File: src/rtl/chunked_add_sub_pkg.sv
// chunked_add_sub_pkg
//   Shared definitions for the chunked adder/subtractor:
//   - state_t     : FSM state encoding (ST_IDLE, ST_RUN, ST_DONE), 2 bits
//   - calc_num_chunks : number of CHUNK_SIZE slices in a DATA_SIZE_PARAMETER word
//   - calc_idx_width  : width of the chunk index register (clog2, minimum 1)
package chunked_add_sub_pkg;

   typedef enum logic [1:0] {
      ST_IDLE = 2'd0,
      ST_RUN  = 2'd1,
      ST_DONE = 2'd2
   } state_t;

   function automatic int unsigned calc_num_chunks(input int unsigned data_size,
                                                   input int unsigned chunk_size);
      return data_size / chunk_size;
   endfunction

   function automatic int unsigned calc_idx_width(input int unsigned num_chunks);
      return (num_chunks <= 1) ? 1 : $clog2(num_chunks);
   endfunction

endpackage

File: src/rtl/chunked_add_sub_add_chunk.sv
// fullAdder
//   One-bit full adder.
//   a, b, cin : addend bits and carry-in
//   sum, cout : sum bit and carry-out
module fullAdder (
   input  logic a,
   input  logic b,
   input  logic cin,
   output logic sum,
   output logic cout
);

   assign sum  = a ^ b ^ cin;
   assign cout = (a & b) | (cin & (a ^ b));

endmodule

// add_chunk
//   Combinational CHUNK_SIZE-bit ripple adder built from fullAdder cells.
//   cin     : carry into bit 0
//   a, b    : chunk operands
//   sum     : chunk sum
//   cout    : carry out of the top bit
//   msb_cin : carry into the top bit (used for signed overflow on the last chunk)
module add_chunk #(
   parameter int CHUNK_SIZE = 2
) (
   input  logic                  cin,
   input  logic [CHUNK_SIZE-1:0] a,
   input  logic [CHUNK_SIZE-1:0] b,
   output logic [CHUNK_SIZE-1:0] sum,
   output logic                  cout,
   output logic                  msb_cin
);

   logic [CHUNK_SIZE:0] c;

   assign c[0] = cin;

   for (genvar i = 0; i < CHUNK_SIZE; i++) begin : g_bit
      fullAdder u_fa (
         .a   (a[i]),
         .b   (b[i]),
         .cin (c[i]),
         .sum (sum[i]),
         .cout(c[i+1])
      );
   end

   assign cout    = c[CHUNK_SIZE];
   assign msb_cin = c[CHUNK_SIZE-1];

endmodule

File: src/rtl/chunked_add_sub.sv
// chunked_add_sub
//   Multi-cycle adder/subtractor processing CHUNK_SIZE bits per clock, LSB
//   chunk first, through a single reused add_chunk instance.
//   clk, reset : rising-edge clock, synchronous active-high reset
//   start      : request, sampled only in IDLE or DONE
//   sub        : 0 = A+B+cin, 1 = A-B-cin
//   accumulate : 1 = operand A is the current sum_out (dataA ignored)
//   cin        : carry-in (add) or borrow-in (sub)
//   dataA/B    : operands
//   busy       : high while computing
//   done       : one-cycle pulse, results valid from this cycle
//   sum_out    : registered result, held until the next completion
//   carry      : raw carry out of the MSB (sub: 1 = no borrow)
//   overflow   : signed overflow (carry into MSB xor carry out of MSB)
//   zero       : sum_out == 0
module chunked_add_sub
   import chunked_add_sub_pkg::*;
#(
   parameter int DATA_SIZE_PARAMETER = 8,
   parameter int CHUNK_SIZE          = 2
) (
   input  logic                           clk,
   input  logic                           reset,
   input  logic                           start,
   input  logic                           sub,
   input  logic                           accumulate,
   input  logic                           cin,
   input  logic [DATA_SIZE_PARAMETER-1:0] dataA,
   input  logic [DATA_SIZE_PARAMETER-1:0] dataB,
   output logic                           busy,
   output logic                           done,
   output logic [DATA_SIZE_PARAMETER-1:0] sum_out,
   output logic                           carry,
   output logic                           overflow,
   output logic                           zero
);

   localparam int unsigned NUM_CHUNKS = calc_num_chunks(DATA_SIZE_PARAMETER, CHUNK_SIZE);
   localparam int unsigned IDX_W      = calc_idx_width(NUM_CHUNKS);
   localparam logic [IDX_W-1:0] K_LAST = IDX_W'(NUM_CHUNKS - 1);

   state_t state, state_next;

   logic [DATA_SIZE_PARAMETER-1:0] op_a, op_b, res, res_next;
   logic [IDX_W-1:0]               k;
   logic                           carry_r;
   logic                           load, step, last;

   logic [CHUNK_SIZE-1:0] chunk_sum;
   logic                  chunk_cout, chunk_msb_cin;

   // Operands are shifted right each RUN cycle so the active chunk is always
   // at the bottom; the result enters from the top so that after NUM_CHUNKS
   // shifts the first chunk lands in the LSB position.
   logic [DATA_SIZE_PARAMETER+CHUNK_SIZE-1:0] res_cat;

   add_chunk #(.CHUNK_SIZE(CHUNK_SIZE)) u_add_chunk (
      .cin    (carry_r),
      .a      (op_a[CHUNK_SIZE-1:0]),
      .b      (op_b[CHUNK_SIZE-1:0]),
      .sum    (chunk_sum),
      .cout   (chunk_cout),
      .msb_cin(chunk_msb_cin)
   );

   always_comb begin
      res_cat  = {chunk_sum, res};
      res_next = res_cat[DATA_SIZE_PARAMETER+CHUNK_SIZE-1:CHUNK_SIZE];
   end

   always_ff @(posedge clk) begin
      if (reset) begin
         state <= ST_IDLE;
      end else begin
         state <= state_next;
      end
   end

   always_comb begin
      state_next = state;
      load       = 1'b0;
      step       = 1'b0;
      last       = (k == K_LAST);
      case (state)
         ST_IDLE, ST_DONE: begin
            if (start) begin
               load       = 1'b1;
               state_next = ST_RUN;
            end else begin
               state_next = ST_IDLE;
            end
         end
         ST_RUN: begin
            step = 1'b1;
            if (last) begin
               state_next = ST_DONE;
            end
         end
         default: state_next = ST_IDLE;
      endcase
   end

   assign busy = (state == ST_RUN);
   assign done = (state == ST_DONE);

   always_ff @(posedge clk) begin
      if (reset) begin
         op_a     <= '0;
         op_b     <= '0;
         res      <= '0;
         k        <= '0;
         carry_r  <= 1'b0;
         sum_out  <= '0;
         carry    <= 1'b0;
         overflow <= 1'b0;
         zero     <= 1'b0;
      end else if (load) begin
         op_a    <= accumulate ? sum_out : dataA;
         op_b    <= sub ? ~dataB : dataB;
         carry_r <= sub ? ~cin : cin;
         res     <= '0;
         k       <= '0;
      end else if (step) begin
         op_a    <= op_a >> CHUNK_SIZE;
         op_b    <= op_b >> CHUNK_SIZE;
         res     <= res_next;
         carry_r <= chunk_cout;
         k       <= k + 1'b1;
         if (last) begin
            sum_out  <= res_next;
            carry    <= chunk_cout;
            overflow <= chunk_msb_cin ^ chunk_cout;
            zero     <= (res_next == '0);
         end
      end
   end

endmodule

File: config.mk
export PLATFORM = sky130hd
export DESIGN_NAME = chunked_add_sub
export DESIGN_NICKNAME = d
export VERILOG_FILES = /design/src/rtl/chunked_add_sub_pkg.sv /design/src/rtl/chunked_add_sub_add_chunk.sv /design/src/rtl/chunked_add_sub.sv
export SDC_FILE = /design/constraint.sdc
export NUM_CORES = 1
export LEC_CHECK = 0
export CAP_MARGIN = 20
export CORE_AREA = 2 2 69 71
export CTS_BUF_LIST = sky130_fd_sc_hd__clkbuf_8 sky130_fd_sc_hd__clkbuf_16
export DETAILED_ROUTE_END_ITERATION = 8
export DIE_AREA = 0 0 71 73
export GPL_TIMING_DRIVEN = 0
export PLACE_DENSITY = 0.69
export SLEW_MARGIN = 20
export SYNTH_ARGS = -nofsm -noshare
export SYNTH_HDL_FRONTEND = slang
export SYNTH_HIERARCHICAL = 1
export SYNTH_SLANG_ARGS = --single-unit
File: constraint.sdc
create_clock -name clk -period 3.4 [get_ports clk]
set_input_delay 0.68 -clock clk [delete_from_list [all_inputs] [get_ports clk]]
set_output_delay 0.68 -clock clk [all_outputs]
set_load 0.01 [all_outputs]
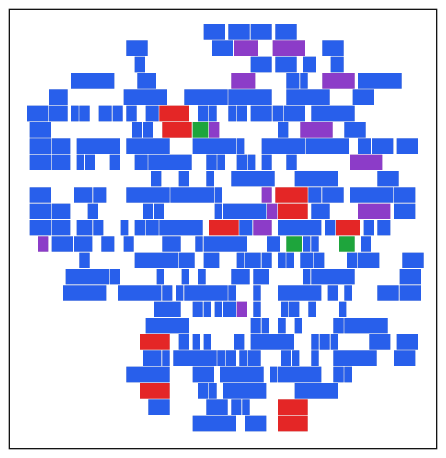
*Cell sizes after repair, run 1*
(6 px per um)
[red] _6 and larger | cells: 10
[green] _3 and _4 cells | cells: 3
[purple] _2 cells | cells: 13
[blue] _0 and _1 cells | cells: 209
Area Overhead vs Synth: 29.51%
worst setup margin: 0.9939 ns

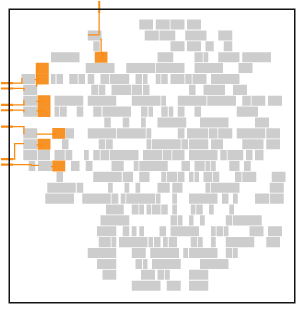
*Nets reached from selected ports, run 1*
(4 px per um)
[orange] `dataB` | direction: input | edge: 7 left, 1 top | end cells: 8 | buffers: 8 | wire: 65.5 um
I/O pins: 35
port bufs: 33

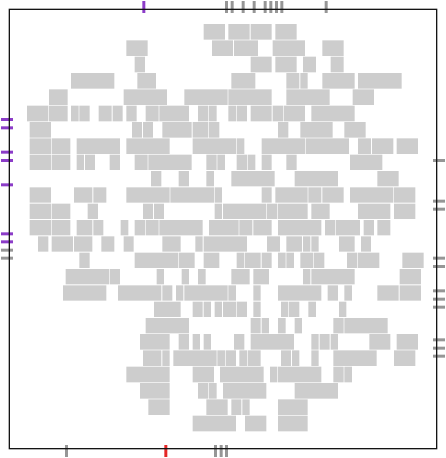
*Ports around the boundary, run 1*
(6 px per um) Pins as bars across the die edge, other pins in grey.
[purple] `dataB` | pins: 8 | direction: input | edge: 7 left, 1 top
[red] `busy` | pins: 1 | direction: output | edge: bottom
all pins by edge: 11 right, 10 top, 9 left, 5 bottom
die height: 73 um
Die W: 71 um

==> changes_impl.md, run 1 <==
### Implementation results

* Run status: completed
* Pin count of the biggest net entering global routing at 12
* Worst path slowest cell: clkdlybuf4s50_1
* Synth Area in Compound Gates at 0.1650
* Comb_multi_in at 139
* Largest stage delay on the critical path at 0.57 ns
* Leading cell kind: multi-input combinational cells
* Fillers at 443
* Most used logic cell in the final layout: dfxtp_1
* Core outline area at 4536 um2
* Post-layout util at 0.4916
* Total number of vias at 1463
* Setup crit end: busy
* Largest buffer count on any clock path at 2
* Worst Setup Path Type: reg2out
* Log Warnings at 26
* RSZ-0062 raised after global routing: false
* Final setup viols at 0
* CP Launch Point: state[1]$_SDFFE_PP0P_
* Share of layout cells above drive strength 1 at 0.1106
* Rows at 25
* Area leader, netlist: dfxtp_1
* XOR Share, Synth at 0.05596
* Seq/total area at 0.3412
* Final net count at 259
* Number of non-clock buffers in the layout at 49
* Antenna Nets Post-Route at 0
* Area share of the largest cell type after synthesis at 0.4419
* Yosys cell count at 194
* Switching pwr at 0.0002489 W
* FFs & Latches at 38
* RR Startpoint: op_a[0]$_SDFFE_PP0P_
* Worst setup SP type: flip-flop
* Top Layout Cells: dfxtp_1 (38), nand2_1 (37), clkdlybuf4s50_1 (33)
* VDD IR-drop max at 0.1838 mV
* Gr busiest metal: met2
* Pre-CTS setup slack at 1.247 ns
* Levels on crit path at 4
* Power Dens Cells at 448.6 nW/um2
* Clk slew on worst S/H paths at 0.07 ns
* R2R Path End: zero$_SDFFE_PP0P_
* Met2 wire length at 1.909 mm
* Dpl cells at 281
* Combinational logic power at 0.000162 W
* Nonclk inv count at 1
* Buf/Inv on CP at 3
* Slew Limit Fails at 0
* Final worst-path cycle share at 0.7077
* Crit path cell chain: nand2b_2 > clkinv_2 > buf_2 > clkdlybuf4s50_1
* Internal at 0.0007513 W
* M2 GR Usage at 0.2918
* First-pass DRT Iterations at 4
* Met1 Usage GRT at 0.2180
* Setup tns final at 0 ns
* Clock network power share at 0.357
* Dpl hpwl at 2.950 mm
* Post-CTS Resized at 0
* R2r setup slk at 1.56 ns
* Total power at 0.001000 W
* Layout clock buffers at 8
* # Taps at 54
* Dominant combinational family: simple AND/OR/NAND/NOR gates
* Placed Area at 2120 um2
* Final clock-cell share at 0.04938
* Comb pwr share at 0.162
* Max-cap check violation count at 0
* Hold path startpoint: zero$_SDFFE_PP0P_
* Pwr top: registers
* Worst Tran Pin Value at 0.6441 ns
* Final Non-Filler Cells at 289
* Slew Limit Headroom at 0.5706
* Met3 WL post-DR at 204 um
* Initial core utilization at 0.3796
* Worst r2r path cells at 5
* Total grt overflow at 0
* Yosys Chip Area at 1722 um2
* Sequential element share of the synthesized area at 0.4419
* Crit end category: output port
* M1 WL at 1.834 mm
* Gate Area at 860.8 um2
* Syn Nets at 219
* CTS Root Cell: clkbuf_8
* Regs by FF count: op_a: 8 flops, op_b: 8 flops, sum_out: 8 flops
==> run 1: synth_stat cells <==
library cell / number
dfxtp_1: 38
nor2b_1: 1
nand3b_1: 1
a211oi_1: 1
nand2b_1: 8
mux2_2: 2
a221oi_2: 5
nand2b_2: 1
nor4_1: 2
mux2i_1: 6
clkinv_2: 1
buf_6: 1
and3b_1: 1
xor2_1: 9
clkbuf_1: 7
nand2_1: 37
buf_4: 3
fa_1: 2
nand3_1: 6
o22ai_1: 6
nor3_1: 12
and2b_1: 1
a221oi_1: 1
buf_2: 4
buf_8: 1
xnor2_1: 2
a21oi_1: 28
ha_1: 1
a22oi_1: 1
o21a_1: 1
nor2_1: 4
==> inputs of run 2 (changes only) <==
Clock period 3.4 ns to 2.3 ns, I/O delays scaled along.
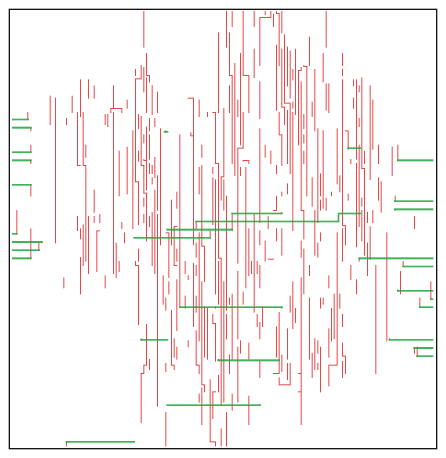
*Signal wires by layer, run 2*
(6 px per um) Two of the layers only.
[red] metal 2 | wire length: 1910 um
[green] metal 3 | wire length: 204 um

==> run 2 against run 1 <==
Net effect:
- sequential power up 48%
- worst hold slack unchanged
- register-to-register slack got worse by 1.1 ns
- critical path depth is the same
- utilization is the same
- global-route usage unchanged
- clock power is 48% higher
- routed wire length unchanged
- combinational power grew 48%
- largest power group unchanged
- highest routed layer unchanged
==> changes_impl.md, run 2 <==
### Implementation results

* Run status: completed
* Met1 Usage GRT at 0.2180 (unchanged)
* Share of layout cells above drive strength 1 at 0.1106 (unchanged)
* First-pass DRT Iterations at 4 (unchanged)
* Crit end category: output port
* Largest buffer count on any clock path at 2 (unchanged)
* Final clock-cell share at 0.04938 (unchanged)
* Number of enable flip-flop cells at 0 (unchanged)
* Dpl hpwl at 2.950 mm (unchanged)
* Power Dens Cells at 663.1 nW/um2 (+48%)
* Area leader, netlist: dfxtp_1
* Area share of the largest cell type after synthesis at 0.4419 (unchanged)
* R2r setup slk at 0.46 ns (-1.10 ns)
* # diodes at 0
* # Taps at 54 (unchanged)
* Die W at 71 um (unchanged)
* Yosys Chip Area at 1722 um2 (unchanged)
* Worst Tran Pin Value at 0.6441 ns (unchanged)
* Total number of vias at 1463 (unchanged)
* Most used logic cell in the final layout: dfxtp_1
* Final net count at 259 (unchanged)
* Total grt overflow at 0 (unchanged)
* Number of non-clock buffers in the layout at 49 (unchanged)
* Commonest cells in the netlist: dfxtp_1 (38), nand2_1 (37), a21oi_1 (28)
* Final Non-Filler Cells at 289 (unchanged)
* Setup tns final at 0 ns (unchanged)
* Fillers at 443 (unchanged)
* Avg Synthesized Cell Area at 8.874 um2
* XOR Share, Synth at 0.05596 (unchanged)
* Worst-Skew Late Latency at 0.29 ns
* Gr busiest metal: met2
* Post-synth ARST share at 0 (unchanged)
* Log Warnings at 26 (unchanged)
* Residual DRC at 0
* Comb_multi_in at 139 (unchanged)
* Worst Setup Path Type: reg2out
* Dominant combinational family: simple AND/OR/NAND/NOR gates
* Post-CTS Resized at 0 (unchanged)
* Synth Area in Compound Gates at 0.1650 (unchanged)
* M2 GR Usage at 0.2918 (unchanged)
* Slew Limit Headroom at 0.5706 (unchanged)
* Rows at 25 (unchanged)
* RSZ-0062 raised after global routing: false
* TritonCTS clock tree: built
* M1 WL at 1.834 mm (unchanged)
* Internal at 0.001111 W (+48%)
* R2R Path End: zero$_SDFFE_PP0P_
* Comb pwr share at 0.162 (about the same)
* Final worst-path cycle share at 0.9505
* Gate Area at 860.8 um2 (unchanged)
* I/O pins at 35 (unchanged)
* Prevailing post-synth register cell: dfxtp_1
* Multi-input combinational area share at 0.3861
* Hold Crit Endpoint: zero$_SDFFE_PP0P_
* RR Startpoint: op_a[0]$_SDFFE_PP0P_
* Sequential element share of the synthesized area at 0.4419 (unchanged)
* Dpl cells at 281 (unchanged)
* Area Overhead vs Synth at 29.51% (unchanged)
* Req. time, crit path at 1.84 ns
* Antenna Nets Post-Route at 0 (unchanged)
* Pin count of the biggest net entering global routing at 12 (unchanged)
* Port bufs at 33 (unchanged)
* Clk slew on worst S/H paths at 0.07 ns (about the same)
* Max-cap check violation count at 0 (unchanged)
* Yosys cell count at 194 (unchanged)
* Die height at 73 um (unchanged)
* Final setup viols at 0 (unchanged)
* Placed Area at 2120 um2 (unchanged)
* Post-layout util at 0.4916 (unchanged)
* CP Launch Point: state[1]$_SDFFE_PP0P_
* Worst setup SP type: flip-flop
* Initial core utilization at 0.3796 (unchanged)
* Routed wire per std cell at 13.97 um
* Syn Nets at 219 (unchanged)
* Setup crit end: busy
* Seq/total area at 0.3412 (unchanged)
* VDD IR-drop max at 0.2717 mV (+48%)
* Clock network power share at 0.357 (about the same)
* Regs by FF count: op_a: 8 flops, op_b: 8 flops, sum_out: 8 flops
* Core outline area at 4536 um2 (unchanged)
* Nonclk inv count at 1 (unchanged)
* Met2 wire length at 1.909 mm (unchanged)
* Switching pwr at 0.0003679 W (+48%)
* Leading cell kind: multi-input combinational cells
* Top Layer Used: met4
* Slew Limit Fails at 0 (unchanged)
* Top Layout Cells: dfxtp_1 (38), nand2_1 (37), clkdlybuf4s50_1 (33)
* CTS Root Cell: clkbuf_8
* DR vias/cell at 5.062
* Met3 WL post-DR at 204 um (unchanged)
* Pre-CTS setup slack at 0.3670 ns (-0.8800 ns)
* Worst r2r path cells at 5 (unchanged)
* FFs & Latches at 38 (unchanged)
* Worst setup margin at 0.1139 ns (-0.8800 ns)
* Most common cell in the netlist: dfxtp_1
* Total power at 0.001479 W (+48%)
* Layout clock buffers at 8 (unchanged)
* Hold path startpoint: zero$_SDFFE_PP0P_
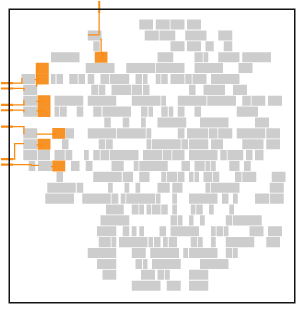
*Nets reached from selected ports, run 2*
(4 px per um)
[orange] `dataB` | direction: input | edge: 7 left, 1 top | end cells: 8 | buffers: 8 | wire: 65.5 um

[run 2: cell counts after synthesis]
Identical to the previous run, type by type.
[run 2: worst max-delay path: stages, from the launching register on]
cell and delay, ns:
dfxtp_1 0.33, nand2b_2 0.21, clkinv_2 0.09, buf_2 0.23
clkdlybuf4s50_1 0.57
[run 2: power by group through the flow]
| stage | clock network, W | registers [W] | logic (W) |
|---|---|---|---|
| finish | 0.000527 | 0.000712 | 0.000240 |
| floorplan | 0 | 0.000721 | 0.000162 |
| global placement | 0 | 0.000725 | 0.000238 |
| global route | 0.000572 | 0.000715 | 0.000267 |
| CTS | 0.000546 | 0.000711 | 0.000242 |
| detailed placement | 0 | 0.000726 | 0.000242 |
Power and IR drop assume default switching activity.
